===== config.mk =====
export PLATFORM = sky130hd
export DESIGN_NAME = video_timing_gen
export DESIGN_NICKNAME = d
export VERILOG_FILES = /design/src/rtl/video_timing_pkg.sv /design/src/rtl/video_timing_gen_axis.sv /design/src/rtl/video_timing_gen.sv
export SDC_FILE = /design/constraint.sdc
export NUM_CORES = 1
export LEC_CHECK = 0
export CELL_PAD_IN_SITES_DETAIL_PLACEMENT = 1
export CELL_PAD_IN_SITES_GLOBAL_PLACEMENT = 2
export CORE_ASPECT_RATIO = 1.75
export CORE_UTILIZATION = 39
export DETAILED_ROUTE_END_ITERATION = 10
export DONT_BUFFER_PORTS = 1
export PLACE_DENSITY = 0.81
export SLEW_MARGIN = 0
export SYNTH_ARGS = -nofsm -noshare
export SYNTH_HDL_FRONTEND = slang
export SYNTH_SLANG_ARGS = --single-unit

===== constraint.sdc =====
create_clock -name video_clk_pix -period 5.8 [get_ports video_clk_pix]
set_input_delay 0.87 -clock video_clk_pix [delete_from_list [all_inputs] [get_ports video_clk_pix]]
set_output_delay 0.87 -clock video_clk_pix [all_outputs]
set_load 0.02 [all_outputs]

===== src/rtl/video_timing_pkg.sv =====
// video_timing_pkg
//   Shared constants and helpers for the video timing generator.
//   - Standard mode constants (640x480p60 and 1280x720p60) in pixels / lines.
//   - Derived-constant functions for one axis. An axis runs from STA up to
//     ACT_END in this order: front porch, sync, back porch, then active.
//     The blanking interval therefore occupies negative coordinates, and the
//     active region starts at coordinate 0.
//   - fits_signed(): elaboration-time range check for coordinate widths.
package video_timing_pkg;

    // 640x480p60 (25.175 MHz pixel clock)
    localparam int VGA_H_RES  = 640;
    localparam int VGA_H_FP   = 16;
    localparam int VGA_H_SYNC = 96;
    localparam int VGA_H_BP   = 48;
    localparam int VGA_V_RES  = 480;
    localparam int VGA_V_FP   = 10;
    localparam int VGA_V_SYNC = 2;
    localparam int VGA_V_BP   = 33;

    // 1280x720p60 (74.25 MHz pixel clock), normally used with active-high syncs
    localparam int HD_H_RES   = 1280;
    localparam int HD_H_FP    = 110;
    localparam int HD_H_SYNC  = 40;
    localparam int HD_H_BP    = 220;
    localparam int HD_V_RES   = 720;
    localparam int HD_V_FP    = 5;
    localparam int HD_V_SYNC  = 5;
    localparam int HD_V_BP    = 20;

    // First coordinate of a line/frame: the whole blanking interval lies below 0.
    function automatic int axis_sta(input int fp, input int sync, input int bp);
        return -(fp + sync + bp);
    endfunction

    // First coordinate inside the sync pulse.
    function automatic int axis_sync_sta(input int fp, input int sync, input int bp);
        return axis_sta(fp, sync, bp) + fp;
    endfunction

    // First coordinate after the sync pulse (exclusive end).
    function automatic int axis_sync_end(input int fp, input int sync, input int bp);
        return axis_sync_sta(fp, sync, bp) + sync;
    endfunction

    // Last active coordinate; the counter wraps after this one.
    function automatic int axis_act_end(input int res);
        return res - 1;
    endfunction

    // Number of counter steps in one full period of the axis.
    function automatic int axis_total(input int res, input int fp, input int sync, input int bp);
        return res + fp + sync + bp;
    endfunction

    // True when value is representable as a signed number of the given width.
    function automatic bit fits_signed(input int value, input int width);
        longint lo;
        longint hi;
        lo = -(longint'(1) <<< (width - 1));
        hi = (longint'(1) <<< (width - 1)) - 1;
        return (longint'(value) >= lo) && (longint'(value) <= hi);
    endfunction

endpackage


===== src/rtl/video_timing_gen_axis.sv =====
// timing_axis
//   One axis (horizontal or vertical) of the video timing generator:
//   a signed position counter that steps from STA to ACT_END and wraps,
//   plus the sync and active decode for that axis.
//
//   The sync output is registered from the *next* position so that it lines
//   up with pos in the same cycle. The active decode and the wrap condition
//   are offered combinationally so the parent can build its own registered,
//   cross-axis flags from the same next-state values.
//
// Ports
//   clk          in   clock, rising edge
//   rst          in   synchronous active-high reset; parks pos at ACT_END
//   en           in   advance the counter on this edge
//   pos          out  current signed coordinate (registered)
//   wrap         out  pos is at ACT_END, i.e. the next step returns to STA
//   active_next  out  position after this edge will be >= 0
//   sync         out  sync pulse at polarity POL (registered)
module timing_axis
    import video_timing_pkg::*;
#(
    parameter int CORDW = 16,
    parameter int RES   = 640,
    parameter int FP    = 16,
    parameter int SYNC  = 96,
    parameter int BP    = 48,
    parameter bit POL   = 1'b0
) (
    input  logic                    clk,
    input  logic                    rst,
    input  logic                    en,
    output logic signed [CORDW-1:0] pos,
    output logic                    wrap,
    output logic                    active_next,
    output logic                    sync
);

    localparam int STA_I      = axis_sta(FP, SYNC, BP);
    localparam int SYNC_STA_I = axis_sync_sta(FP, SYNC, BP);
    localparam int SYNC_END_I = axis_sync_end(FP, SYNC, BP);
    localparam int ACT_END_I  = axis_act_end(RES);

    // Every other constant lies between STA and ACT_END, so checking the two
    // extremes is enough to guarantee all compares are exact at CORDW.
    generate
        if (!fits_signed(STA_I, CORDW) || !fits_signed(ACT_END_I, CORDW)) begin : g_bad_cordw
            $error("timing_axis: STA %0d or ACT_END %0d does not fit %0d-bit signed",
                   STA_I, ACT_END_I, CORDW);
        end
        if (RES < 1 || SYNC < 1 || axis_total(RES, FP, SYNC, BP) < 2) begin : g_bad_timing
            $error("timing_axis: degenerate timing RES=%0d SYNC=%0d", RES, SYNC);
        end
    endgenerate

    localparam logic signed [CORDW-1:0] A_STA      = CORDW'(STA_I);
    localparam logic signed [CORDW-1:0] A_SYNC_STA = CORDW'(SYNC_STA_I);
    localparam logic signed [CORDW-1:0] A_SYNC_END = CORDW'(SYNC_END_I);
    localparam logic signed [CORDW-1:0] A_ACT_END  = CORDW'(ACT_END_I);
    localparam logic signed [CORDW-1:0] A_ZERO     = CORDW'(0);
    localparam logic signed [CORDW-1:0] A_ONE      = CORDW'(1);

    logic signed [CORDW-1:0] pos_next;
    logic                    sync_next;

    assign wrap = (pos == A_ACT_END);

    always_comb begin
        pos_next = pos;
        if (en) begin
            pos_next = wrap ? A_STA : (pos + A_ONE);
        end
    end

    assign active_next = (pos_next >= A_ZERO);
    assign sync_next   = (pos_next >= A_SYNC_STA) && (pos_next < A_SYNC_END);

    always_ff @(posedge clk) begin
        if (rst) begin
            // Parked on the last active coordinate so that the first edge
            // after reset wraps straight to STA.
            pos  <= A_ACT_END;
            sync <= ~POL;
        end else begin
            pos  <= pos_next;
            sync <= sync_next ? POL : ~POL;
        end
    end

endmodule


===== src/rtl/video_timing_gen.sv =====
// video_timing_gen
//   Raster timing generator. Produces signed pixel coordinates (sx, sy),
//   horizontal/vertical sync, the active-video enable and start-of-line /
//   start-of-frame pulses. Blanking is at negative coordinates; the active
//   picture is sx = 0..H_RES-1, sy = 0..V_RES-1.
//
//   Two timing_axis instances do the counting. The vertical axis steps only
//   on the edge where the horizontal axis wraps, so sx and sy roll over on
//   the same edge. Every output is a flop, and every flag is computed from
//   the same next-state values as the coordinates, so flags and coordinates
//   in a given cycle always describe the same pixel.
//
// Ports
//   video_clk_pix  in   pixel clock, all logic on its rising edge
//   rst            in   synchronous active-high reset
//   sx, sy         out  current signed pixel coordinates (CORDW bits)
//   hsync, vsync   out  sync pulses at polarity H_POL / V_POL (1 = active high)
//   video_enable   out  high only while sx >= 0 and sy >= 0
//   line_start     out  one-cycle pulse on the first pixel of every line
//   frame_start    out  one-cycle pulse on the first pixel of every frame
module video_timing_gen
    import video_timing_pkg::*;
#(
    parameter int CORDW  = 16,
    parameter int H_RES  = 640,
    parameter int H_FP   = 16,
    parameter int H_SYNC = 96,
    parameter int H_BP   = 48,
    parameter int V_RES  = 480,
    parameter int V_FP   = 10,
    parameter int V_SYNC = 2,
    parameter int V_BP   = 33,
    parameter bit H_POL  = 1'b0,
    parameter bit V_POL  = 1'b0
) (
    input  logic                    video_clk_pix,
    input  logic                    rst,
    output logic signed [CORDW-1:0] sx,
    output logic signed [CORDW-1:0] sy,
    output logic                    hsync,
    output logic                    vsync,
    output logic                    video_enable,
    output logic                    line_start,
    output logic                    frame_start
);

    logic h_wrap;
    logic v_wrap;
    logic h_active_next;
    logic v_active_next;

    timing_axis #(
        .CORDW (CORDW),
        .RES   (H_RES),
        .FP    (H_FP),
        .SYNC  (H_SYNC),
        .BP    (H_BP),
        .POL   (H_POL)
    ) u_h_axis (
        .clk         (video_clk_pix),
        .rst         (rst),
        .en          (1'b1),
        .pos         (sx),
        .wrap        (h_wrap),
        .active_next (h_active_next),
        .sync        (hsync)
    );

    timing_axis #(
        .CORDW (CORDW),
        .RES   (V_RES),
        .FP    (V_FP),
        .SYNC  (V_SYNC),
        .BP    (V_BP),
        .POL   (V_POL)
    ) u_v_axis (
        .clk         (video_clk_pix),
        .rst         (rst),
        .en          (h_wrap),
        .pos         (sy),
        .wrap        (v_wrap),
        .active_next (v_active_next),
        .sync        (vsync)
    );

    // The horizontal axis steps every cycle, so a wrap now means the next sx
    // is H_STA (start of line). Both axes wrapping together means the next
    // pixel is (H_STA, V_STA), the start of a frame. Reset parks both axes
    // at their last coordinate, so the first edge after reset also produces
    // both pulses.
    always_ff @(posedge video_clk_pix) begin
        if (rst) begin
            video_enable <= 1'b0;
            line_start   <= 1'b0;
            frame_start  <= 1'b0;
        end else begin
            video_enable <= h_active_next && v_active_next;
            line_start   <= h_wrap;
            frame_start  <= h_wrap && v_wrap;
        end
    end

endmodule


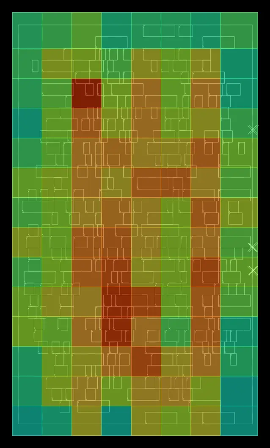
Figure 1: run 1, routing congestion map.
final core occ: 42.3%
WL/cell: 19.5 um
GRT Overall Usage: 22.7%
GRT met2 Usage: 40.7%
GRT busiest layer: met2

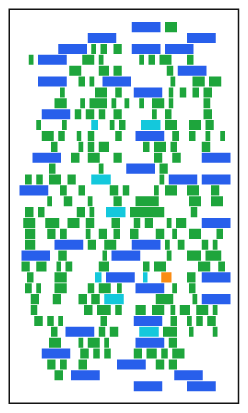
Figure 2: run 1, placed cells, one colour a class.
(4 px per um)
blue -> registers  # cells 37
orange -> remaining buffers and delay cells  # cells 1
green -> remaining logic cells  # cells 201
cyan -> clock drivers and dummy loads  # cells 8

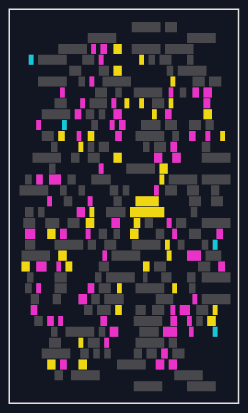
Figure 3: run 1, logic cells by family.
(4 px per um)
yellow -> nor cells  # cells 37
magenta -> nand cells  # cells 63, where all over the die
cyan -> inv cells  # cells 4

==> qor.yml, run 1 <==
cts:
  cts_resized: 0
  clockBufferDepth: 2
  clk_latency_ns: 0.29
  cts_tree: "done"
  postCtsHoldBufs: 0
  htree_levels: 2
  post-cts-setup-buffers: 0
  clock-root-buffer: "clkbuf_8"
  cts_made_buffers: 5
  cts_sinks: 37
  cts.clk_slew.worst_paths_ns: 0.08
layout:
  regArea_um2: 741
  buffers: 1
  lay_top_count: "dfxtp_1"
  areaGrowthSynthToFinish_pct: 3.16
  nFillCells: 618
  nMultiInputCombCells: 197
  nets: 250
  nonClkBufAreaFrac_pct: 0.353
  inv_count: 4
  sh_seq_area_pct: 34.9
  clock_buffers: 6
  drive_gt1_share_pct: 7.29
  fin_cells: 301
  largest_cell_class: "logic gates"
  combGateArea_um2: 1210
  sequential_cell_total: 37
  final_cell_mix: "dfxtp_1 (37), nand2_1 (27), a21oi_1 (21)"
  comb_area_share_pct: 57.0
critical_path:
  crit_path_max_fanout: 19
  crit_type: "reg -> reg"
  cp.arrival_ns: 3.30
  critPathRequiredTime_ns: 5.97
  crit_path_cell_trace: "ha_1 -> nand3_2 -> or2_1 -> nor3_4 -> a21oi_1 -> a311oi_1 -> nand2_1 -> or4_1"
  r2r_slack_ns: 2.67
  critPathSlowestCell: "nor3_4"
  worstSetupEndpointType: "flip-flop"
  slowest_delay_ns: 0.66
  path_buffers: 0
  start_kind: "flip-flop"
  cp_top_family: "simple AND/OR/NAND/NOR gates"
synth:
  async_reset_ff_share_pct: 0
  synthCells: 258
  synth.distinct_cells: 49
  syn_area_um2: 2060
  ys_seq_share_pct: 36.0
  ff_type: "dfxtp_1"
  ys_area_um2: 2060
  synthTopCellsByCount: "dfxtp_1 (37), nand2_1 (27), a21oi_1 (21)"
  synth_top_cell_by_area: "dfxtp_1"
  syn_avg_cell_area_um2: 7.98
  edf_count: 0
  synth.top_cell.area_share_pct: 36.0
  yosysCellCount: 258
  topCellsByArea: "dfxtp_1 (36%), a21oi_1 (5.1%), nand2_1 (4.9%)"
  ys.flops: 37
  top_cell: "dfxtp_1"
  yosys_warnings: 0
  fp_nets: 262
global_route:
  grt_max_degree: 28
  gr-total-overflow: 0
  grt_pass1_vias: 1950
  grt_pass1_wl_mm: 9.89
  antenna_found_initial: 0
place:
  dpl.hpwl_mm: 4.34
  placed_cells: 293
  numPortBuffers: 0
  gp_congestion: 0.846
sta:
  clock_skew_ns: 0.00435
  hold_viol_final: 0
  tightest_slew_ns: 1.13
  relSlewSlack_pct: 24.3
  slew_viol_final: 0
  period_needed_ns: 3.13
  setup_viol: 0
  finalClockPeriodUsage_pct: 53.9
  timing.setup.tns_ns: 0
  max_freq_mhz: 320
  rsz0062_at_grt: "no"
die:
  rows: 34
  pin_count: 39
  die_h_um: 98.1
  die_x_um: 56.9
  chipArea_um2: 5590
  taps: 54
  core_um2: 5020
  fp-utilization_pct: 41.0
run:
  drv_cap: 0
  tool_warnings: 26
routing:
  drt_first_pass_iters: 7
  viasPerCell: 6.32
  vias: 1902
  first_iter_violations: 101
  ant_nets: 0
  drc: 6
  wl_mm: 5.87
status:
  outcome: "finished with violations"
  violations: "design-rule violations"
run 1: stage by stage:
| step | cell area, um2 | hold slack [ns] | setup slack (ns) |
|---|---|---|---|
| final | 2120 | 0.615 | 2.67 |
| after global routing | 2120 | 0.635 | 2.43 |
| after CTS | 2120 | 0.618 | 2.64 |
| after detailed placement | 2040 | 0.600 | 2.64 |
| after global placement | 2040 | 0.581 | 2.73 |
| after floorplan | 2060 | 0.526 | 3.12 |
run 1: final timing paths:
path	start	endpoint	depth (start not counted)
hold reg to reg	u_h_axis.pos[9]	u_h_axis.sync	1
setup reg to reg	u_h_axis.pos[0]	u_v_axis.sync	8
hold / removal	u_h_axis.pos[9]	u_h_axis.sync	1
setup / recovery	u_h_axis.pos[0]	u_v_axis.sync	8
run 1: flip-flops by register name, indices dropped and copies added (netlist names):
signal and cells:
u_h_axis.pos 16, u_v_axis.pos 16, frame_start 1, u_v_axis.sync 1, u_h_axis.sync 1, line_start 1, video_enable 1
run 1: kinds of logic after synthesis:
group	synth area share, %
AOI/OAI and AO/OA	16.6
xor gates and xnor gates	5.95
adders and majority gates	1.21
buffers and inverters	5.22
DFF	36.0
muxes	0.547
and+or+nand+nor	34.4
run 1: per-layer routing:
metal  track usage [%]  vias to the layer above  share of wire (%)
met5                 0                        -                  0
met4              10.7                        0                3.0
met3              3.31                       13                2.6
met2              40.7                       39                 53
met1              25.6                      931                 41
li1                  -                      919                  -
Figure 4. Close-up of the layout (run 1).
Region (16, 17) to (41, 42) um. Cells in grey, sequential cells in the stronger grey; small squares are vias.
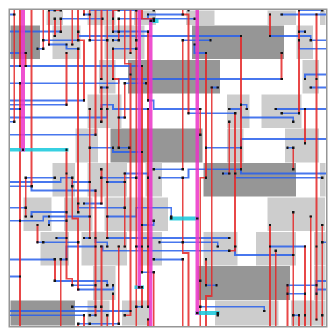

==> run 2: changes to the inputs <==
--- a/config.mk
+++ b/config.mk
@@ -8,10 +8,10 @@
 export CELL_PAD_IN_SITES_DETAIL_PLACEMENT = 1
 export CELL_PAD_IN_SITES_GLOBAL_PLACEMENT = 2
 export CORE_ASPECT_RATIO = 1.75
-export CORE_UTILIZATION = 39
+export CORE_UTILIZATION = 33
 export DETAILED_ROUTE_END_ITERATION = 10
 export DONT_BUFFER_PORTS = 1
-export PLACE_DENSITY = 0.81
+export PLACE_DENSITY = 0.73
 export SLEW_MARGIN = 0
 export SYNTH_ARGS = -nofsm -noshare
 export SYNTH_HDL_FRONTEND = slang
==> constraint.sdc (replaced) <==
create_clock -name video_clk_pix -period 2.8 [get_ports video_clk_pix]
set_input_delay 0.42 -clock video_clk_pix [delete_from_list [all_inputs] [get_ports video_clk_pix]]
set_output_delay 0.42 -clock video_clk_pix [all_outputs]
set_load 0.02 [all_outputs]
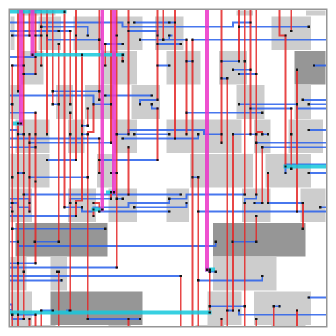
Figure 5: run 2, close-up of the layout.
Region (18, 19) to (43, 44) um. Cells in grey, sequential cells in the stronger grey; small squares are vias.
cyan -> M3
red -> M2
magenta -> M4
blue -> M1
most frequent = a21oi_1 (4), buf_4 (4)
netlist names of flops here include = u_v_axis.pos (2), u_h_axis.pos (1)
sequential cells in the window = 3
cells with their middle in the window = 39

==> run 2 against run 1 <==
The flow now finishes without violations. Via count up 7.8%. Critical path depth is the same. Synthesized cell count stayed put. Register-to-register slack got worse by 2.4 ns. First-iteration DRC count shrank 62%. Cell count grew 23%. Synthesized area stayed put. Critical endpoint unchanged. Largest cell class unchanged.
==> qor.yml, run 2 <==
status:
  outcome: "finished clean"
synth:
  async_reset_ff_share_pct: 0
  edf_count: 0
  topCellsByArea: "dfxtp_1 (36%), a21oi_1 (5.1%), nand2_1 (4.9%)"
  synth.top_cell.area_share_pct: 36.0
  synth.distinct_cells: 49
  ys_seq_share_pct: 36.0
  synth_top_cell_by_area: "dfxtp_1"
  syn_avg_cell_area_um2: 7.98
  yosys_warnings: 0
  yosysCellCount: 258
  syn_area_um2: 2060
  ys_area_um2: 2060
sta:
  tightest_slew_ns: 0.509
  finalClockPeriodUsage_pct: 90.7
  relSlewSlack_pct: 65.2
  clock_skew_ns: 0.00864
  setup_viol: 0
  holdWs_ns: 0.183
  rsz0062_at_grt: "no"
  timing.setup.tns_ns: 0
global_route:
  grt_max_degree: 28
  antenna_found_initial: 0
  grt.total_usage_pct: 22.9
  grt_pass1_wl_mm: 10.7
  grt_pass1_vias: 2128
layout:
  areaGrowthSynthToFinish_pct: 22.5
  fin_cells: 369
  lay_top_count: "buf_4"
  nets: 294
  nFillCells: 765
  final_cell_mix: "buf_4 (45), dfxtp_1 (37), nand2_1 (27)"
  drive_gt1_share_pct: 21.6
  fin_area_um2: 2520
  fin_util_pct: 42.6
cts:
  postCtsHoldBufs: 0
  clk_latency_ns: 0.30
  cts_tree: "done"
  cts_made_buffers: 5
  cts_resized: 0
  post-cts-setup-buffers: 0
  cts.clk_slew.worst_paths_ns: 0.08
  clockBufferDepth: 2
  cts_sinks: 37
place:
  placed_cells: 361
  dpl_cell_area_um2: 2400
  numPortBuffers: 0
  pre_cts_ws_ns: 0.189
  dpl.hpwl_mm: 5.53
critical_path:
  start_kind: "flip-flop"
  crit_path_max_fanout: 7
  crit_type: "reg -> reg"
  critPathRequiredTime_ns: 2.99
  cp.arrival_ns: 2.73
  reg2reg_from: "u_h_axis.pos[0]"
routing:
  m1WireLength_mm: 2.40
  wl_met3_um: 291
  drc: 0
  drt_first_pass_iters: 4
  wire_per_inst_um: 18.9
  first_iter_violations: 38
  top_layer: "met4"
  wl_mm: 6.98
  met2_length_mm: 3.99
die:
  chipArea_um2: 6570
  die_h_um: 107
  die_x_um: 61.7
  rows: 37
worst_hold_path:
  worstHoldStart: "rst"
  whs_endpoint: "u_v_axis.pos[9]"
run:
  drv_cap: 0
  tool_warnings: 26
## run 2: how the worst max path moves through the flow
stage | start | end | slack [ns] | cells past startpoint
3_3_place_gp | u_h_axis.pos[0] | u_v_axis.sync | 0.27 | 8
5_1_grt | u_h_axis.pos[0] | u_v_axis.sync | 0.06 | 8
6_report | u_h_axis.pos[0] | u_v_axis.sync | 0.26 | 8
4_1_cts | u_h_axis.pos[0] | u_v_axis.sync | 0.18 | 8
2_1_floorplan | u_h_axis.pos[0] | u_v_axis.sync | 0.12 | 10
3_5_place_dp | u_h_axis.pos[0] | u_v_axis.sync | 0.19 | 8
## run 2: cell families (layout without fill, tap and decap cells)
group	Yosys count	count (layout)	synth area share, %
AOI/OAI and AO/OA	54	54	16.6
xor gates and xnor gates	14	14	5.95
DFF	37	37	36.0
muxes	1	1	0.547
buffers and inverters	24	57	5.22
adders and majority gates	2	2	1.21
and+or+nand+nor	126	126	34.4
## run 2: worst max-delay path, stage by stage (launching register included)
cell	delay, ns
dfxtp_1	0.34
ha_1	0.23
nand3_2	0.09
or2_1	0.34
nor4b_4	0.40
a21oi_1	0.15
a211oi_1	0.24
nand3b_1	0.12
or4_1	0.52
## run 2: final cells by class
cell class                 count  area, um2  share of cell area, %
clock buffer                   6       82.6                   3.27
clock inverter                 2       37.5                   1.49
inverter                       4       15.0                  0.595
multi-input combinational    197       1210                   48.0
sequential                    37        741                   29.4
tap                           78       97.6                   3.87
timing repair buffer          45        338                   13.4
## run 2: per-layer routing
metal	vias to the layer above	track usage, %
met3	16	4.87
met5	-	0
li1	1002	-
met4	0	13.5
met2	56	43.9
met1	976	19.7
